## src/rtl/mips_loader_pkg.sv

```systemverilog
// Shared types and helpers for the MIPS program loader.
//   loader_state_e  : sequencing states of the loader FSM
//   loader_status_e : completion codes reported on the status port
//   WORD_BYTES      : bytes per image word (address stride)
//   word_addr()     : byte address of image word idx, wrapping modulo 2^32
package mips_loader_pkg;

  typedef enum logic [2:0] {
    IDLE,
    LOAD,
    RESET_CPU,
    RUN,
    DONE,
    TIMEOUT,
    ERROR
  } loader_state_e;

  typedef enum logic [1:0] {
    ST_NONE     = 2'b00,
    ST_OK       = 2'b01,
    ST_TIMEOUT  = 2'b10,
    ST_OVERFLOW = 2'b11
  } loader_status_e;

  localparam int unsigned WORD_BYTES = 4;

  function automatic logic [31:0] word_addr(input logic [31:0] base, input logic [31:0] idx);
    return base + idx * 32'(WORD_BYTES);
  endfunction

endpackage

```

## src/rtl/loader_run_monitor.sv

```systemverilog
// RUN-phase monitor for the program loader.
// Tracks whether the CPU has raised `active`, counts run cycles, and decides
// when the run ends (halt or timeout), capturing $v0 in the deciding cycle.
// Ports:
//   clk, rst_ni     : clock, asynchronous active-low reset
//   clear_i         : new sequence starting; clears counter and seen flag
//   run_i           : loader is in RUN this cycle
//   cpu_active_i    : CPU active flag
//   cpu_v0_i        : CPU $v0 value
//   halt_o          : run ends this cycle by CPU halt
//   timeout_o       : run ends this cycle by timeout (halt has priority)
//   cycle_count_o   : run cycles elapsed, frozen once the run ends
//   result_o        : $v0 captured in the deciding cycle
module loader_run_monitor
  import mips_loader_pkg::*;
#(
  parameter int unsigned TIMEOUT_CYCLES = 10000
) (
  input  logic        clk,
  input  logic        rst_ni,
  input  logic        clear_i,
  input  logic        run_i,
  input  logic        cpu_active_i,
  input  logic [31:0] cpu_v0_i,
  output logic        halt_o,
  output logic        timeout_o,
  output logic [31:0] cycle_count_o,
  output logic [31:0] result_o
);

  logic        seen_q, seen_d;
  logic [31:0] count_q, count_d;
  logic [31:0] result_q, result_d;

  // A low `active` only means halt once the CPU has been seen running;
  // the first cycles after reset release are ignored.
  assign halt_o    = run_i && seen_q && !cpu_active_i;
  assign timeout_o = run_i && !halt_o && (count_q == 32'(TIMEOUT_CYCLES));

  always_comb begin
    seen_d   = seen_q;
    count_d  = count_q;
    result_d = result_q;
    if (clear_i) begin
      seen_d  = 1'b0;
      count_d = '0;
    end else if (run_i) begin
      if (cpu_active_i) begin
        seen_d = 1'b1;
      end
      if (halt_o || timeout_o) begin
        // Counter freezes at the deciding cycle's value.
        result_d = cpu_v0_i;
      end else begin
        count_d = count_q + 32'd1;
      end
    end
  end

  always_ff @(posedge clk or negedge rst_ni) begin
    if (!rst_ni) begin
      seen_q   <= 1'b0;
      count_q  <= '0;
      result_q <= '0;
    end else begin
      seen_q   <= seen_d;
      count_q  <= count_d;
      result_q <= result_d;
    end
  end

  assign cycle_count_o = count_q;
  assign result_o      = result_q;

endmodule

```

## src/rtl/mips_prog_loader.sv

```systemverilog
// Hardware test-harness driver for a Harvard MIPS CPU.
// Streams a program image into instruction memory, holds the CPU in reset
// for RESET_CYCLES, runs it with clk_enable until `active` falls or a
// timeout expires, then reports status, $v0 and the run cycle count.
// Ports:
//   clk, reset                 : clock, asynchronous active-low reset
//   start                      : pulse to begin a load/run sequence
//   load_valid/ready/data/last : program word stream (valid/ready handshake)
//   mem_write/address/writedata: instruction-memory write port (1-cycle pulse)
//   cpu_reset, cpu_clk_enable  : CPU control pins
//   cpu_active, cpu_register_v0: CPU observation pins
//   busy, done, status         : sequence progress and completion code
//   result, cycle_count        : $v0 at halt/timeout, run cycles elapsed
module mips_prog_loader
  import mips_loader_pkg::*;
#(
  parameter logic [31:0] BASE_ADDR      = 32'hBFC00000,
  parameter int unsigned MAX_WORDS      = 4096,
  parameter int unsigned RESET_CYCLES   = 2,
  parameter int unsigned TIMEOUT_CYCLES = 10000
) (
  input  logic        clk,
  input  logic        reset,
  input  logic        start,
  input  logic        load_valid,
  output logic        load_ready,
  input  logic [31:0] load_data,
  input  logic        load_last,
  output logic        mem_write,
  output logic [31:0] mem_address,
  output logic [31:0] mem_writedata,
  output logic        cpu_reset,
  output logic        cpu_clk_enable,
  input  logic        cpu_active,
  input  logic [31:0] cpu_register_v0,
  output logic        busy,
  output logic        done,
  output logic [1:0]  status,
  output logic [31:0] result,
  output logic [31:0] cycle_count
);

  loader_state_e  state_q, state_d;
  loader_status_e status_q, status_d;
  logic [31:0]    word_cnt_q, word_cnt_d;
  logic [31:0]    rst_cnt_q, rst_cnt_d;
  logic           mem_write_q, mem_write_d;
  logic [31:0]    mem_address_q, mem_address_d;
  logic [31:0]    mem_writedata_q, mem_writedata_d;

  logic clear_run;
  logic run_active;
  logic run_halt;
  logic run_timeout;

  assign run_active = (state_q == RUN);

  loader_run_monitor #(
    .TIMEOUT_CYCLES(TIMEOUT_CYCLES)
  ) u_run_monitor (
    .clk          (clk),
    .rst_ni       (reset),
    .clear_i      (clear_run),
    .run_i        (run_active),
    .cpu_active_i (cpu_active),
    .cpu_v0_i     (cpu_register_v0),
    .halt_o       (run_halt),
    .timeout_o    (run_timeout),
    .cycle_count_o(cycle_count),
    .result_o     (result)
  );

  always_comb begin
    state_d         = state_q;
    status_d        = status_q;
    word_cnt_d      = word_cnt_q;
    rst_cnt_d       = rst_cnt_q;
    mem_write_d     = 1'b0;
    mem_address_d   = mem_address_q;
    mem_writedata_d = mem_writedata_q;
    clear_run       = 1'b0;

    case (state_q)
      IDLE, DONE, TIMEOUT, ERROR: begin
        if (start) begin
          state_d    = LOAD;
          status_d   = ST_NONE;
          word_cnt_d = '0;
          clear_run  = 1'b1;
        end
      end

      LOAD: begin
        // load_ready is high throughout LOAD, so valid alone means accept.
        if (load_valid) begin
          if (word_cnt_q == 32'(MAX_WORDS)) begin
            // Image does not fit: drop the word and stop without running.
            state_d  = ERROR;
            status_d = ST_OVERFLOW;
          end else begin
            mem_write_d     = 1'b1;
            mem_address_d   = word_addr(BASE_ADDR, word_cnt_q);
            mem_writedata_d = load_data;
            word_cnt_d      = word_cnt_q + 32'd1;
            if (load_last) begin
              // The registered write pulse lands in the first RESET_CPU cycle.
              state_d   = RESET_CPU;
              rst_cnt_d = '0;
            end
          end
        end
      end

      RESET_CPU: begin
        if (rst_cnt_q == 32'(RESET_CYCLES - 1)) begin
          state_d = RUN;
        end else begin
          rst_cnt_d = rst_cnt_q + 32'd1;
        end
      end

      RUN: begin
        if (run_halt) begin
          state_d  = DONE;
          status_d = ST_OK;
        end else if (run_timeout) begin
          state_d  = TIMEOUT;
          status_d = ST_TIMEOUT;
        end
      end

      default: begin
        state_d = IDLE;
      end
    endcase
  end

  always_ff @(posedge clk or negedge reset) begin
    if (!reset) begin
      state_q         <= IDLE;
      status_q        <= ST_NONE;
      word_cnt_q      <= '0;
      rst_cnt_q       <= '0;
      mem_write_q     <= 1'b0;
      mem_address_q   <= BASE_ADDR;
      mem_writedata_q <= '0;
    end else begin
      state_q         <= state_d;
      status_q        <= status_d;
      word_cnt_q      <= word_cnt_d;
      rst_cnt_q       <= rst_cnt_d;
      mem_write_q     <= mem_write_d;
      mem_address_q   <= mem_address_d;
      mem_writedata_q <= mem_writedata_d;
    end
  end

  assign load_ready     = (state_q == LOAD);
  assign mem_write      = mem_write_q;
  assign mem_address    = mem_address_q;
  assign mem_writedata  = mem_writedata_q;
  // CPU is held in reset everywhere except while running and after a clean finish.
  assign cpu_reset      = !((state_q == RUN) || (state_q == DONE) || (state_q == TIMEOUT));
  assign cpu_clk_enable = (state_q == RUN);
  assign busy           = (state_q == LOAD) || (state_q == RESET_CPU) || (state_q == RUN);
  assign done           = (state_q == DONE) || (state_q == TIMEOUT) || (state_q == ERROR);
  assign status         = status_q;

endmodule

```

## config.mk

```make
export PLATFORM = sky130hd
export DESIGN_NAME = mips_prog_loader
export DESIGN_NICKNAME = d
export VERILOG_FILES = /design/src/rtl/mips_loader_pkg.sv /design/src/rtl/loader_run_monitor.sv /design/src/rtl/mips_prog_loader.sv
export SDC_FILE = /design/constraint.sdc
export NUM_CORES = 1
export LEC_CHECK = 0
export CAP_MARGIN = 40
export CORE_MARGIN = 1.5
export CORE_UTILIZATION = 49
export DETAILED_ROUTE_END_ITERATION = 8
export GPL_ROUTABILITY_DRIVEN = 0
export PLACE_DENSITY = 0.77
export SLEW_MARGIN = 10
export SYNTH_ARGS = -nofsm -noshare
export SYNTH_HDL_FRONTEND = slang
export SYNTH_SLANG_ARGS = --single-unit
```

## constraint.sdc

```tcl
create_clock -name clk -period 5.85 [get_ports clk]
set_input_delay 1.4625 -clock clk [delete_from_list [all_inputs] [get_ports clk]]
set_output_delay 1.4625 -clock clk [all_outputs]
set_load 0.01 [all_outputs]
```

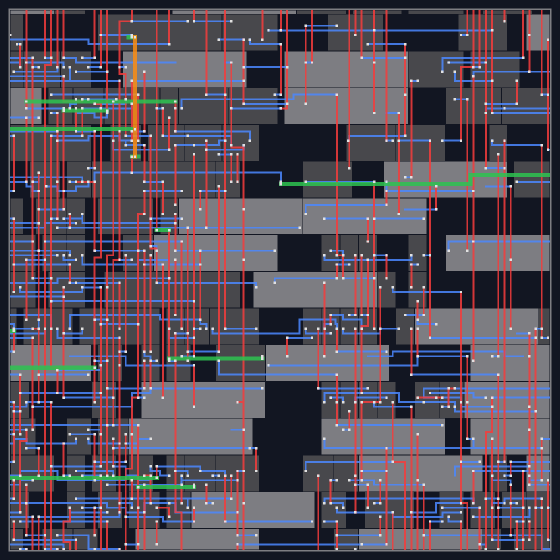
*Close-up of the layout*
Region (51, 80) to (91, 120) um. Cells in gray, sequential cells in the stronger gray; small squares are vias.
| color | layer |
|---|---|
| red | met2 |
| blue | met1 |
| green | met3 |
| orange | met4 |
sequential cells in the window: 22
cells with their middle in the window: 122
most frequent: nand2_1 (24), dfrtp_1 (22), clkdlybuf4s50_1 (11)
netlist names of flops here include: rst_cnt_q (8), mem_address (6), u_run_monitor.result_o (4)

==> CHANGELOG.md <==
### Physical design

- XOR-XNOR Cells, Area Fraction: 0.0220
- Worst Setup EP: load_ready
- P_seq: 2080 uW
- Port Buffers: 203
- Worst Hold Endpoint: mem_address[16]$_DFFE_PN0P_
- Setup bufs post-CTS: 0
- Wirelength per Cell: 16.8 um
- Top Layer Used: met4
- Logic pwr share: 0.379
- CP startpoint kind: flop
- #MultiIn Comb: 724
- Hold Crit Class: flop to flop
- Unique masters post-synth: 61
- Synthesized cell area: 0.00957 mm2
- Adder share: 0.0118
- TritonCTS clock tree: done
- Fin crit period: 3910 ps
- Layout overhead on the synthesized area: 30.4%
- CTS Buffer Depth: 2
- Met1 usage: 0.332
- Detailed placement HPWL: 17,000 um
- Register share after synthesis: 0.517
- Critical Path AT: 2450 ps
- Endpoints failing setup: 0
- Most frequent logic cell in the layout: nand2_1
- Register clock-pin slew on the reported worst setup and hold paths: 70 ps
- Post-route cell area: 0.0125 mm2
- Switching share of power: 0.354
- Floorplan core area: 0.0190 mm2
- Hold Slack: 474 ps
- DRC: 0
- I/O Pins: 206
- Delay-heaviest family, CP: buffers and inverters
- Yosys simple share: 0.232
- Overall Global Routing Usage: 0.245
- Vias: 8,278
- Share of layout cells above drive strength 1: 0.0802
- Crit. Startpoint: state_q[0]$_DFFE_PN0P_
- Internal power: 3400 uW
- Flops: 197
- Sequential cell area share: 0.396
- Post-Layout Cell Count: 1,457
- Vias in the first global route: 7,947
- Worst vdd ir: 0.265 mV
- Crit Reg-Reg Endpoint: word_cnt_q[27]$_DFFE_PN0P_
- Inverters: 29
- Crit path DRT: 4390 ps
- Fmax: 256 MHz
- Hold Path Origin: mem_address[16]$_DFFE_PN0P_
- Antenna violations before repair: 0
- Clock H-tree levels: 4
- Clk power: 1190 uW
- Power Combinational: 2000 uW
- Grt ovf: 0
- DP Area: 0.0119 mm2
- Tap cell count: 260
- Status: complete, no violations
- Maxcap violations: 0
- Tot Pwr: 5270 uW
- Slew @ Worst Pin: 815 ps
- Place WS: 1970 ps
- CLK BUF: 17
- Worst reg2reg startpoint: word_cnt_q[25]$_DFFE_PN0P_
- Largest stage delay on the critical path: 610 ps
- Most area-hungry cell type in the Yosys netlist: dfrtp_1
- GR peak layer: met2
- Top area cell types: dfrtp_1, nand2_1, mux2_2
- Util after Layout: 0.658
- Cells in synth_stat.txt: 1,008
- Main synth FF type: dfrtp_1
- Cycle use final: 0.669
- Critical path cell sequence: or3b_1 > clkinv_1 > clkdlybuf4s50_1
- Cts hold-fix bufs: 0
- Yosys stat area: 0.00957 mm2
- GR Util met2: 0.409
- Tool warnings: 31
- Die height: 143 um
- # nets final: 1,264
- Inserted Clock Buffers: 17
- CTS Sinks: 197
- Placement Rows: 50
- Largest power group: registers
- Clk_skew: 11.3 ps
- Total stage count of the critical path: 3
- Main logic family after synthesis: simple AND/OR/NAND/NOR gates
- Yosys reg bits: 197
- Worst-Skew Late Latency: 440 ps
- Synth async-reset ratio: 1.00
- Storage element area: 0.00494 mm2
- Yosys warnings: 0
- Final Hold Fails: 0
- Hold path cells: 2
- Fraction of area in non-clock buffers: 0.179
- Sequential power share: 0.395
- Signal buffers: 216
- DR vias/cell: 5.68
- Multiplexer share: 0.0662
- Cells after Synth: 1,008
- RSZ-0062 raised after global routing: false
- EDFF count, synth: 0
- Clk cell area share: 0.0477
- Worst r2r path cells: 7
- N_diodes: 0
- Final WL: 24,400 um
- Met1 wire length: 10,900 um
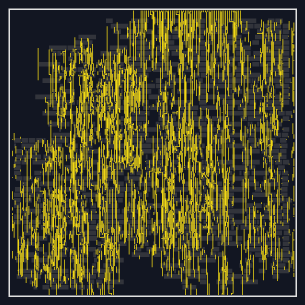
*The metal 2 layer*
Drawn at 2 px/um. Cells faint in the background.
share of all routed wire: 49%
wire length on this layer: 11,900 um
longest straight run: 63.4 um
main direction: vertical

## cells in the mapped netlist (all sizes together) (11+ instances only)
cell and count:
nand4 25, or4 12, o21ai 56, and3 11
a31oi 23, nor4 31, buf 28, nand2 217
a21oi 41, clkbuf 31, inv 28, and4 12
or3 20, dfrtp 188, mux2 34, xnor2 19
nor3 18, nor2 40, nand3 49, mux2i 25
## flip-flops by register name (all words and copies together), names as in the netlist
name                         cells
mem_write                        1
u_run_monitor.seen_q             1
u_run_monitor.result_o          32
status                           2
state_q                          3
u_run_monitor.cycle_count_o     32
mem_writedata                   32
mem_address                     30
rst_cnt_q                       32
word_cnt_q                      32
Power is estimated from default activity; no workload was simulated.
